File: src/rtl/tdm_demux_pkg.sv
// Shared definitions for the TDM link: FSM state encoding and default frame geometry.
package tdm_demux_pkg;

    typedef enum logic {
        HUNT   = 1'b0,
        LOCKED = 1'b1
    } state_t;

    localparam int DEF_W   = 1;
    localparam int DEF_NCH = 2;

endpackage

File: src/rtl/tdm_slot_counter.sv
// Slot position counter for the TDM receiver: clears, loads 1, or steps and wraps after NCH-1.
module tdm_slot_counter #(
    parameter int NCH = 2
) (
    input  logic                   clk,
    input  logic                   rst,
    input  logic                   clr,
    input  logic                   load1,
    input  logic                   inc,
    output logic [$clog2(NCH)-1:0] slot,
    output logic                   last_slot
);

    localparam int CW = $clog2(NCH);

    assign last_slot = (slot == CW'(NCH - 1));

    always_ff @(posedge clk) begin
        if (rst || clr) begin
            slot <= '0;
        end else if (load1) begin
            slot <= CW'(1);
        end else if (inc) begin
            slot <= last_slot ? '0 : slot + CW'(1);
        end
    end

endmodule

File: src/rtl/tdm_demux.sv
// TDM receiver: collects one word per slot into a shadow frame and presents complete frames in parallel.
module tdm_demux
    import tdm_demux_pkg::*;
#(
    parameter int W   = DEF_W,
    parameter int NCH = DEF_NCH
) (
    input  logic             clk,
    input  logic             rst,
    input  logic [W-1:0]     din,
    input  logic             din_valid,
    input  logic             frame_sync,
    output logic [NCH*W-1:0] dout,
    output logic             frame_valid,
    output logic             locked,
    output logic             sync_err
);

    localparam int CW = $clog2(NCH);

    state_t              state_q, state_d;
    logic   [CW-1:0]     slot;
    logic                last_slot;
    logic                cnt_clr, cnt_load, cnt_inc;
    logic                sh_we;
    logic   [CW-1:0]     sh_idx;
    logic                fv_d, err_d;
    // Only slots 0..NCH-2 are buffered; the last slot's word goes straight into dout.
    logic   [(NCH-1)*W-1:0] shadow;

    tdm_slot_counter #(.NCH(NCH)) u_slot (
        .clk       (clk),
        .rst       (rst),
        .clr       (cnt_clr),
        .load1     (cnt_load),
        .inc       (cnt_inc),
        .slot      (slot),
        .last_slot (last_slot)
    );

    always_comb begin
        state_d  = state_q;
        cnt_clr  = 1'b0;
        cnt_load = 1'b0;
        cnt_inc  = 1'b0;
        sh_we    = 1'b0;
        sh_idx   = '0;
        fv_d     = 1'b0;
        err_d    = 1'b0;
        if (din_valid) begin
            case (state_q)
                HUNT: begin
                    if (frame_sync) begin
                        cnt_load = 1'b1;
                        sh_we    = 1'b1;
                        state_d  = LOCKED;
                    end
                end
                LOCKED: begin
                    if (frame_sync) begin
                        // A sync anywhere but slot 0 restarts the frame on this beat.
                        cnt_load = 1'b1;
                        sh_we    = 1'b1;
                        err_d    = (slot != '0);
                    end else if (slot == '0) begin
                        cnt_clr  = 1'b1;
                        err_d    = 1'b1;
                        state_d  = HUNT;
                    end else if (last_slot) begin
                        cnt_inc  = 1'b1;
                        fv_d     = 1'b1;
                    end else begin
                        cnt_inc  = 1'b1;
                        sh_we    = 1'b1;
                        sh_idx   = slot;
                    end
                end
                default: state_d = HUNT;
            endcase
        end
    end

    always_ff @(posedge clk) begin
        if (rst) begin
            state_q     <= HUNT;
            frame_valid <= 1'b0;
            sync_err    <= 1'b0;
            dout        <= '0;
            shadow      <= '0;
        end else begin
            state_q     <= state_d;
            frame_valid <= fv_d;
            sync_err    <= err_d;
            if (fv_d) begin
                dout <= {din, shadow};
            end
            for (int k = 0; k < NCH - 1; k++) begin
                if (sh_we && sh_idx == CW'(k)) begin
                    shadow[k*W +: W] <= din;
                end
            end
        end
    end

    assign locked = (state_q == LOCKED);

endmodule

File: config.mk
export PLATFORM = sky130hd
export DESIGN_NAME = tdm_demux
export DESIGN_NICKNAME = d
export VERILOG_FILES = /design/src/rtl/tdm_demux_pkg.sv /design/src/rtl/tdm_slot_counter.sv /design/src/rtl/tdm_demux.sv
export SDC_FILE = /design/constraint.sdc
export NUM_CORES = 1
export LEC_CHECK = 0
export CAP_MARGIN = 20
export CORE_AREA = 2 2 39 41
export CTS_CLUSTER_SIZE = 14
export DETAILED_ROUTE_END_ITERATION = 16
export DIE_AREA = 0 0 41 43
export PLACE_DENSITY = 0.51
export SLEW_MARGIN = 30
export SYNTH_ARGS = -nofsm -noshare
export SYNTH_HDL_FRONTEND = slang
export SYNTH_SLANG_ARGS = --single-unit
File: constraint.sdc
create_clock -name clk -period 1.8 [get_ports clk]
set_input_delay 0.18 -clock clk [delete_from_list [all_inputs] [get_ports clk]]
set_output_delay 0.18 -clock clk [all_outputs]
set_load 0.03 [all_outputs]
==> images/clock_wires.png <==
The bar under the picture is 10 µm long.
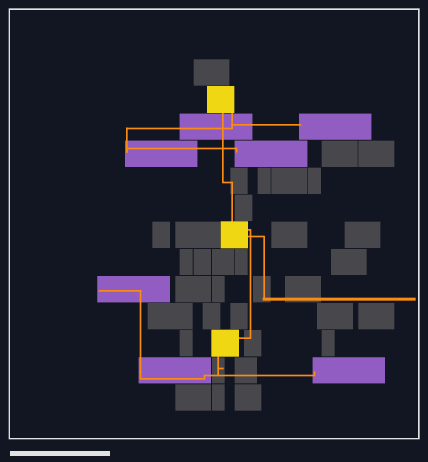
[flip-flops] purple | count: 7
[clock-net drivers] yellow | count: 3
[clock wires] orange | length: 125 µm
routed clock nets: 4
Clk power: 0.144 mW
clk_skew: 0.00284 ns
clock group share of total power: 41.3%
clk_lat worst skew: 0.25 ns

==> results.cfg <==
; physical design summary
[grt]
grt_first_pass_wirelength_um = 931
overflow = 0
grt_max_degree = 7

[detailed_routing]
firstDrtPassIters = 6
wl_met2_um = 265
vias_per_cell = 4.28
antenna_left = 0

[worst_setup_path]
critPathLaunchType = flip-flop
endpoint_kind = output port
r2r_slack_ns = 0.74
startpoint = locked
arrival_ns = 1.37
r2r_start = u_slot.last_slot
crit_type = flip-flop to output port

[run]
warning_count = 27

[placement]
io_buffers = 9

[outcome]
status = finished, final reports clean

[pwr]
power_switching_mw = 0.0837
power.internal_mw = 0.265
p_total_mw = 0.349
worst_ir_drop_vdd_v = 0.000184

[yosys]
logic_family = AND-OR/OR-AND gates
ys_sh_mux_pct = 7.21
netlist_area_um2 = 278
syn_area_per_cell_um2 = 9.26
synth-adder-area-share_pct = 9.01
yosysSeqAreaShare_pct = 50.5

[min_path]
hold_end = shadow

[finish]
antennaDiodeCount = 0
largest_class = flip-flops and latches

[final_timing]
fmax_mhz = 645
slew_headroom_pct = 79.2
hold_viol_final = 0

[floorplanning]
tap_cells = 16
==> images/layers.png <==
Only two layers are drawn.
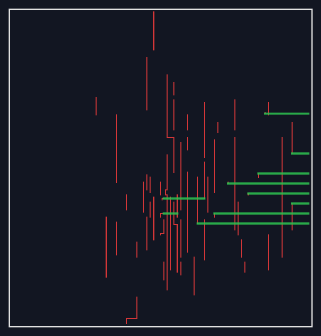
| layer | color | wire length |
|---|---|---|
| M2 | red | 266 µm |
| M3 | green | 71.3 µm |

[cell usage after synthesis]
| cell | instances | share of area (%) |
|---|---|---|
| ha_1 | 2 | 9.0 |
| dfxtp_1 | 7 | 50 |
| nand2_1 | 2 | 2.7 |
| mux2i_1 | 2 | 7.2 |
| nor3_1 | 1 | 1.8 |
| a21oi_1 | 3 | 5.4 |
| nor2b_1 | 1 | 2.3 |
| a31oi_1 | 1 | 2.3 |
| inv_1 | 3 | 4.1 |
| o311a_1 | 1 | 3.6 |
| nor2_1 | 3 | 4.1 |
| nand3_1 | 2 | 3.6 |
| o21ai_0 | 2 | 3.6 |
[flip-flops by register name, summed over array words and instances, names as in the netlist]
| signal | flops |
|---|---|
| frame_valid | 1 |
| u_slot.last_slot | 1 |
| sync_err | 1 |
| dout | 2 |
| locked | 1 |
| shadow | 1 |
Power and IR drop assume default switching activity.
